--- src/rtl/spi_flash_xip_reader_if.sv ---
// Request/response bus between the fetch path and the SPI flash XIP reader.
interface spi_flash_xip_reader_if;
  logic        req_valid;
  logic [23:0] req_addr;
  logic        req_ready;
  logic        resp_valid;
  logic [31:0] resp_data;

  modport master (output req_valid, req_addr, input req_ready, resp_valid, resp_data);
  modport slave  (input req_valid, req_addr, output req_ready, resp_valid, resp_data);
endinterface

--- src/rtl/spi_flash_xip_reader.sv ---
// Single-lane SPI flash 0x03 READ controller (mode 0) returning little-endian words,
// keeping chip-select low between sequential fetches so data streams without a new command.
module spi_flash_xip_reader #(
  parameter int unsigned CLK_DIV     = 2,
  parameter int unsigned HOLD_CYCLES = 64,
  parameter int unsigned CS_GAP      = 2,
  parameter logic [7:0]  READ_CMD    = 8'h03
) (
  input  logic                         clk,
  input  logic                         RSTB,
  spi_flash_xip_reader_if.slave        bus,
  output logic                         fsclk,
  output logic                         fcen,
  output logic                         MOSI,
  input  logic                         MISO
);

  typedef enum logic [2:0] {IDLE, CMD, DATA, HOLD, GAP} state_t;

  state_t      state_reg;
  logic [31:0] shift_reg;
  logic [31:0] rx_reg;
  logic [23:0] next_addr_reg;
  logic [21:0] pend_word_reg;
  logic        pend_valid_reg;
  logic [31:0] phase_cnt_reg;
  logic [31:0] wait_cnt_reg;
  logic [4:0]  bit_cnt_reg;
  logic        fsclk_reg;
  logic        fcen_reg;
  logic        mosi_reg;
  logic        ready_reg;
  logic        resp_valid_reg;
  logic [31:0] resp_data_reg;

  logic        accept;
  logic        gap_done;
  logic        start;
  logic [21:0] start_word;
  logic        phase_rise;
  logic        bit_end;
  logic [31:0] rx_next;
  logic [31:0] rx_swapped;
  logic        unused_addr_bits;

  assign accept     = bus.req_valid && ready_reg;
  assign gap_done   = (wait_cnt_reg == CS_GAP - 1);
  assign start      = ((state_reg == IDLE) && accept) ||
                      ((state_reg == GAP) && gap_done && pend_valid_reg);
  assign start_word = (state_reg == GAP) ? pend_word_reg : bus.req_addr[23:2];
  assign phase_rise = (phase_cnt_reg == CLK_DIV - 1);
  assign bit_end    = (phase_cnt_reg == 2 * CLK_DIV - 1);
  assign rx_next    = {rx_reg[30:0], MISO};
  assign unused_addr_bits = ^bus.req_addr[1:0];

  // Bytes arrive first-byte-first; the first one must end up in the low lane.
  genvar gi;
  generate
    for (gi = 0; gi < 4; gi++) begin : g_swap
      assign rx_swapped[8*gi +: 8] = rx_next[31-8*gi -: 8];
    end
  endgenerate

  always_ff @(posedge clk) begin
    if (RSTB) begin
      state_reg      <= IDLE;
      shift_reg      <= '0;
      rx_reg         <= '0;
      next_addr_reg  <= '0;
      pend_word_reg  <= '0;
      pend_valid_reg <= 1'b0;
      phase_cnt_reg  <= '0;
      wait_cnt_reg   <= '0;
      bit_cnt_reg    <= '0;
      fsclk_reg      <= 1'b0;
      fcen_reg       <= 1'b1;
      mosi_reg       <= 1'b0;
      ready_reg      <= 1'b1;
      resp_valid_reg <= 1'b0;
      resp_data_reg  <= '0;
    end else begin
      resp_valid_reg <= 1'b0;
      if (start) begin
        shift_reg      <= {READ_CMD, start_word, 2'b00};
        mosi_reg       <= READ_CMD[7];
        next_addr_reg  <= {start_word, 2'b00} + 24'd4;
        fcen_reg       <= 1'b0;
        ready_reg      <= 1'b0;
        pend_valid_reg <= 1'b0;
        phase_cnt_reg  <= '0;
        bit_cnt_reg    <= '0;
        wait_cnt_reg   <= '0;
        state_reg      <= CMD;
      end else begin
        case (state_reg)
          IDLE: ;
          CMD, DATA: begin
            if (phase_rise) fsclk_reg <= 1'b1;
            if (bit_end) begin
              // MISO is sampled on the same edge that drops fsclk.
              fsclk_reg     <= 1'b0;
              phase_cnt_reg <= '0;
              bit_cnt_reg   <= bit_cnt_reg + 5'd1;
              if (state_reg == CMD) begin
                shift_reg <= {shift_reg[30:0], 1'b0};
                mosi_reg  <= shift_reg[30];
                if (bit_cnt_reg == 5'd31) begin
                  mosi_reg  <= 1'b0;
                  state_reg <= DATA;
                end
              end else begin
                rx_reg <= rx_next;
                if (bit_cnt_reg == 5'd31) begin
                  resp_valid_reg <= 1'b1;
                  resp_data_reg  <= rx_swapped;
                  wait_cnt_reg   <= '0;
                  if (HOLD_CYCLES == 0) begin
                    fcen_reg  <= 1'b1;
                    state_reg <= GAP;
                  end else begin
                    ready_reg <= 1'b1;
                    state_reg <= HOLD;
                  end
                end
              end
            end else begin
              phase_cnt_reg <= phase_cnt_reg + 32'd1;
            end
          end
          HOLD: begin
            if (accept) begin
              ready_reg <= 1'b0;
              if (bus.req_addr[23:2] == next_addr_reg[23:2]) begin
                next_addr_reg <= next_addr_reg + 24'd4;
                phase_cnt_reg <= '0;
                bit_cnt_reg   <= '0;
                state_reg     <= DATA;
              end else begin
                pend_valid_reg <= 1'b1;
                pend_word_reg  <= bus.req_addr[23:2];
                fcen_reg       <= 1'b1;
                wait_cnt_reg   <= '0;
                state_reg      <= GAP;
              end
            end else if (wait_cnt_reg == HOLD_CYCLES - 1) begin
              fcen_reg     <= 1'b1;
              ready_reg    <= 1'b0;
              wait_cnt_reg <= '0;
              state_reg    <= GAP;
            end else begin
              wait_cnt_reg <= wait_cnt_reg + 32'd1;
            end
          end
          GAP: begin
            if (gap_done) begin
              wait_cnt_reg <= '0;
              ready_reg    <= 1'b1;
              state_reg    <= IDLE;
            end else begin
              wait_cnt_reg <= wait_cnt_reg + 32'd1;
            end
          end
          default: state_reg <= IDLE;
        endcase
      end
    end
  end

  assign fsclk          = fsclk_reg;
  assign fcen           = fcen_reg;
  assign MOSI           = mosi_reg;
  assign bus.req_ready  = ready_reg;
  assign bus.resp_valid = resp_valid_reg;
  assign bus.resp_data  = resp_data_reg;

endmodule

--- src/flat_wrapper.sv ---
// flat-port wrapper written by rule: the top's interface ports become plain ports
module spi_flash_xip_reader_flat 
#(
  parameter int unsigned CLK_DIV     = 2,
  parameter int unsigned HOLD_CYCLES = 64,
  parameter int unsigned CS_GAP      = 2,
  parameter logic [7:0]  READ_CMD    = 8'h03
)
  (clk, RSTB, fsclk, fcen, MOSI, MISO, bus_req_valid, bus_req_addr, bus_req_ready, bus_resp_valid, bus_resp_data);
  spi_flash_xip_reader_if bus_i ();
  input  logic clk;
  input  logic RSTB;
  output logic fsclk;
  output logic fcen;
  output logic MOSI;
  input  logic MISO;
  input wire logic [$bits(bus_i.req_valid)-1:0] bus_req_valid;
  input wire logic [$bits(bus_i.req_addr)-1:0] bus_req_addr;
  output wire logic [$bits(bus_i.req_ready)-1:0] bus_req_ready;
  output wire logic [$bits(bus_i.resp_valid)-1:0] bus_resp_valid;
  output wire logic [$bits(bus_i.resp_data)-1:0] bus_resp_data;
  assign bus_i.req_valid = bus_req_valid;
  assign bus_i.req_addr = bus_req_addr;
  assign bus_req_ready = bus_i.req_ready;
  assign bus_resp_valid = bus_i.resp_valid;
  assign bus_resp_data = bus_i.resp_data;
  spi_flash_xip_reader #(.CLK_DIV(CLK_DIV), .HOLD_CYCLES(HOLD_CYCLES), .CS_GAP(CS_GAP), .READ_CMD(READ_CMD)) u_core (.clk(clk), .RSTB(RSTB), .bus(bus_i), .fsclk(fsclk), .fcen(fcen), .MOSI(MOSI), .MISO(MISO));
endmodule
--- config.mk ---
export PLATFORM = sky130hd
export DESIGN_NAME = spi_flash_xip_reader_flat
export DESIGN_NICKNAME = d
export VERILOG_FILES = /design/src/rtl/spi_flash_xip_reader_if.sv /design/src/rtl/spi_flash_xip_reader.sv /design/src/flat_wrapper.sv
export SDC_FILE = /design/constraint.sdc
export NUM_CORES = 1
export LEC_CHECK = 0
export CAP_MARGIN = 0
export CORE_MARGIN = 2
export CORE_UTILIZATION = 40
export DETAILED_ROUTE_END_ITERATION = 10
export HOLD_SLACK_MARGIN = 0.06
export PLACE_DENSITY = 0.56
export SLEW_MARGIN = 30
export SYNTH_ARGS = -nofsm -noshare
export SYNTH_HDL_FRONTEND = slang
export SYNTH_SLANG_ARGS = --single-unit
--- constraint.sdc ---
create_clock -name clk -period 7.4 [get_ports clk]
set_input_delay 0.74 -clock clk [delete_from_list [all_inputs] [get_ports clk]]
set_output_delay 0.74 -clock clk [all_outputs]
set_load 0.05 [all_outputs]
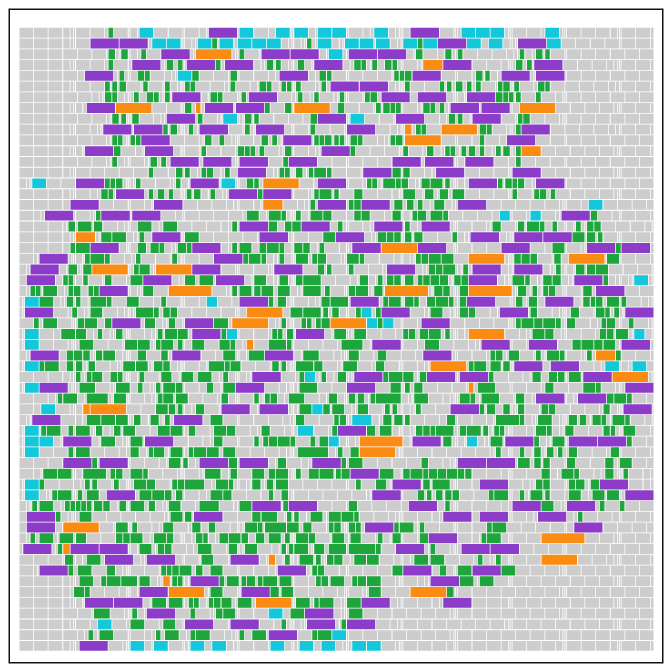
(cells colored by class)
Fill, decap, tap and diode cells in gray.
| color | class | cells | share of their area |
|---|---|---|---|
| purple | flip-flops | 214 | 37% |
| cyan | other buffers and delay cells | 75 | 6.2% |
| green | all other logic | 973 | 50% |
| orange | clock drivers and dummy loads | 43 | 7.6% |

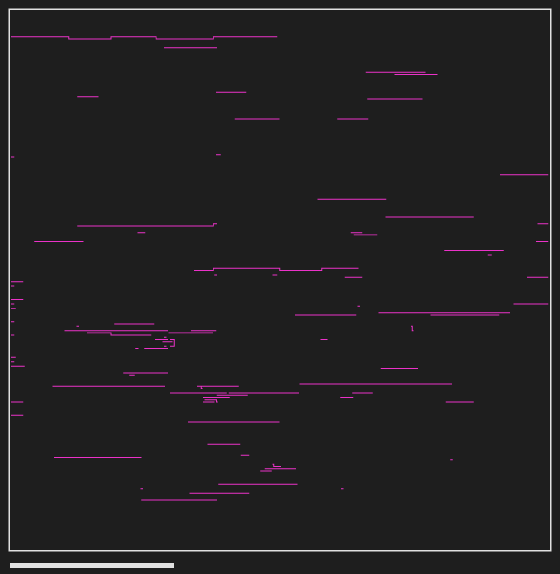
(signal wires on met3)
Bar = 50 µm.
share of all routed wire: 3.7%
main direction: horizontal
nets with wire on the layer: 61
longest straight run: 46.2 µm

==> area by class of cell <==
type | instances | area share (%)
multi-input cells | 960 | 47.47
flip-flops and latches | 214 | 35.42
repair buffers | 75 | 6.000
clock buffers | 32 | 5.804
well taps | 330 | 3.414
clock inverters | 11 | 1.490
inverters | 13 | 0.4035
==> through the flow <==
stage,worst slack (ns),hold slack (ns),std cells
floorplan,3.759,0.4258,1258
global placement,2.929,0.4358,1590
detailed placement,2.932,0.4429,1590
CTS,3.338,0.4528,1633
global route,3.009,0.4688,1635
finish,3.300,0.4526,1635
==> tightest hold or removal path: stages (launching register included) <==
cell and delay, ns:
dfxtp_1 0.31, inv_1 0.05, a21oi_1 0.05
==> placed cells by master, fill, tap and decap left out, drive strengths merged, types with 8 or more instances in the layout <==
| cell | Yosys | final |
|---|---|---|
| nor2 | 136 | 136 |
| mux2i | 71 | 71 |
| xor2 | 68 | 68 |
| buf | 18 | 13 |
| inv | 13 | 13 |
| nor4 | 32 | 32 |
| nand2 | 228 | 228 |
| nand3 | 57 | 57 |
| xnor2 | 39 | 39 |
| clkbuf | 53 | 33 |
| nand4 | 24 | 24 |
| a211oi | 17 | 17 |
| dfxtp | 214 | 214 |
| or3 | 13 | 13 |
| and4 | 11 | 11 |
| and3 | 27 | 27 |
| clkdlybuf4s50 | 0 | 61 |
| nor3 | 30 | 30 |
| a31oi | 8 | 8 |
| a21oi | 97 | 97 |
| o21ai | 24 | 24 |
==> cells by family (layout without fill, tap and decap cells) <==
family          count (synthesis)  in the layout  synth area share, %
xor+xnor                      107            107                9.051
fa+ha+maj                       7              7               0.8459
flops                         214            214                41.38
mux                            77             77                7.589
compound gates                179            179                10.38
simple gates                  590            590                27.38
buf+inv                        84            131                3.372
==> power by group through the flow <==
stage / Clock (W) / Sequential [W] / Combinational, W
CTS: 0.00136 / 0.00121 / 0.000197
global route: 0.00141 / 0.00122 / 0.000217
global placement: 0 / 0.00124 / 0.000194
detailed placement: 0 / 0.00124 / 0.000195
finish: 0.00133 / 0.00121 / 0.000195
floorplan: 0 / 0.00123 / 0.000135
==> routing by layer <==
| layer | track usage (%) | part of all wire [%] | wire (µm) | vias up |
|---|---|---|---|---|
| met4 | 4.348 | 1.7 | 441 | 0 |
| met5 | 0 | 0 | 0 | - |
| met1 | 27.39 | 49 | 12890 | 4071 |
| li1 | - | - | - | 4419 |
| met3 | 2.612 | 3.7 | 974 | 27 |
| met2 | 31.25 | 45 | 11740 | 147 |
==> worst max-delay path by stage <==
stage / endpoint / slack [ns] / depth (start not counted)
final: u_core.next_addr_reg[22] / 3.30 / 13
after global placement: u_core.next_addr_reg[20] / 2.93 / 14
after detailed placement: u_core.next_addr_reg[20] / 2.93 / 14
after global routing: u_core.next_addr_reg[20] / 3.01 / 14
after floorplan: u_core.next_addr_reg[20] / 3.76 / 16
after CTS: u_core.next_addr_reg[22] / 3.34 / 13
==> flow_metrics.py <==
# Flow results
metrics = {
    "clock_network": {
        "htree_levels": 1,
        "cts_inserted_buffers": 25,
        "cts_resized": 0,
        "cts-root-buf": "clkbuf_16",
        "tritoncts": "yes",
        "cts_buffer_depth": 3,
        "postCtsSetupBuffers": 0,
        "clock-sinks": 214,
        "insertion_delay_ns": 0.52,
        "path_clk_slew_ns": 0.06,
        "postCtsHoldBufs": 0,
    },
    "run_status": {
        "status": "complete, no violations",
    },
    "power_and_ir_drop": {
        "combinationalPowerShare_pct": 7.1,
        "p_seq_share_pct": 44.3,
        "switchingPower_w": 0.0006437,
        "leakage_nw": 4.598,
        "p_total_w": 0.002737,
        "pwr-share-clk_pct": 48.6,
        "swShare_pct": 23.52,
        "peakVddDrop_uv": 194.4,
        "power_density_nw_per_um2": 226.3,
        "power.internal_w": 0.002093,
    },
    "routing": {
        "initialDrtViolationCount": 556,
        "postRouteAntennaNets": 0,
        "num_vias": 8664,
        "dr.pass1.iters": 5,
        "wire_per_inst_um": 15.93,
        "viasPerCell": 5.299,
        "drcViolationCount": 0,
        "routed_wl_um": 26040,
    },
    "synthesis": {
        "topCellsByArea": "dfxtp_1, nand2_1, mux2i_1",
        "largest_area_cell": "dfxtp_1",
        "top_cell_area_share_pct": 41.38,
        "syn_inst": 1258,
        "edf_count": 0,
        "syn_avg_cell_area_um2": 8.230,
        "netlist_area_um2": 10350,
        "synth.yosys.seq_area_share_pct": 41.38,
        "synth_cell_types": 65,
        "yosysMostFrequentCell": "nand2_1",
        "synth-async-reset-ratio_pct": 0,
        "ys.flops": 214,
        "yosys_warnings": 0,
        "top_cells_by_count": "nand2_1, dfxtp_1, nor2_1, a21oi_1, mux2i_1",
        "yosys_cells": 1258,
        "syn-num-nets": 1293,
        "flop_cell": "dfxtp_1",
        "synth-area-yosys_um2": 10350,
    },
    "hold_path": {
        "holdPathEnd": "u_core.pend_valid_reg",
        "hp-class": "register to register",
        "hold_depth": 2,
        "min_from": "u_core.pend_valid_reg",
    },
    "worst_setup_path": {
        "cp.arrival_ns": 4.48,
        "r2r_cells": 13,
        "cp-startpoint": "u_core.wait_cnt_reg[6]",
        "worst-path-buf-inv": 0,
        "r2r_slack_ns": 3.30,
        "slowest_delay_ns": 0.68,
        "endpoint_kind": "register",
        "crit_path_cell_trace": "nor4_1 > nand4_1 > or4_4 > nand2_4 > nand3_1 > o21a_1 > ha_1 > o2111ai_2 > nor2_1 > mux2i_2 > o21bai_4 > mux2i_1 > a21oi_2",
        "crit_type": "register to register",
        "critPathSlowestCell": "or4_4",
        "critPathMaxFanout": 29,
        "crit_required_ns": 7.78,
        "r2r_end": "u_core.next_addr_reg[22]",
        "r2r_start": "u_core.wait_cnt_reg[6]",
        "cp_top_family": "simple AND/OR/NAND/NOR gates",
        "start_kind": "register",
    },
    "finish": {
        "drive_above_1_share_pct": 6.743,
        "combGateArea_um2": 5741,
        "post-route-cell-area_um2": 12090,
        "n_antenna_cell": 0,
        "final_nets": 1324,
        "finish.utilization_pct": 47.75,
        "fillers": 2532,
        "regArea_um2": 4284,
        "syn_to_final_growth_pct": 16.81,
    },
    "floorplanning": {
        "ioPinCount": 65,
        "fp-row-count": 58,
        "fp_util_pct": 40.88,
        "die_w_um": 164.9,
        "core_um2": 25330,
        "die_y_um": 164.9,
        "chipArea_um2": 27190,
    },
    "global_route": {
        "grt_max_degree": 66,
        "grt_overflow": 0,
        "first_global_vias": 8294,
        "grt_pass1_wl_um": 42830,
        "antenna_found_initial": 0,
        "grt_usage_pct": 19.32,
    },
    "final_timing": {
        "tightestPinTransition_ns": 0.9395,
        "hold_viol": 0,
        "fin_crit_ns": 4.100,
        "skew_ns": 0.01631,
        "max_slew_margin_pct": 36.79,
        "rsz0062_at_grt": "no",
        "finalCritPeriodShare_pct": 55.40,
        "setup_viol": 0,
        "timing.setup.tns_ns": 0,
        "max_freq_ghz": 0.2439,
        "maxSlewViolCount": 0,
    },
    "job": {
        "warning_count": 30,
        "max_cap_viol_count": 0,
    },
    "placed_design": {
        "port_buffers": 62,
        "gp_congestion": 0.8589,
        "placed_area_um2": 11190,
        "hpwlAfterDp_um": 17120,
    },
}
Power figures rest on the tool's default switching activity, not on a simulated workload.
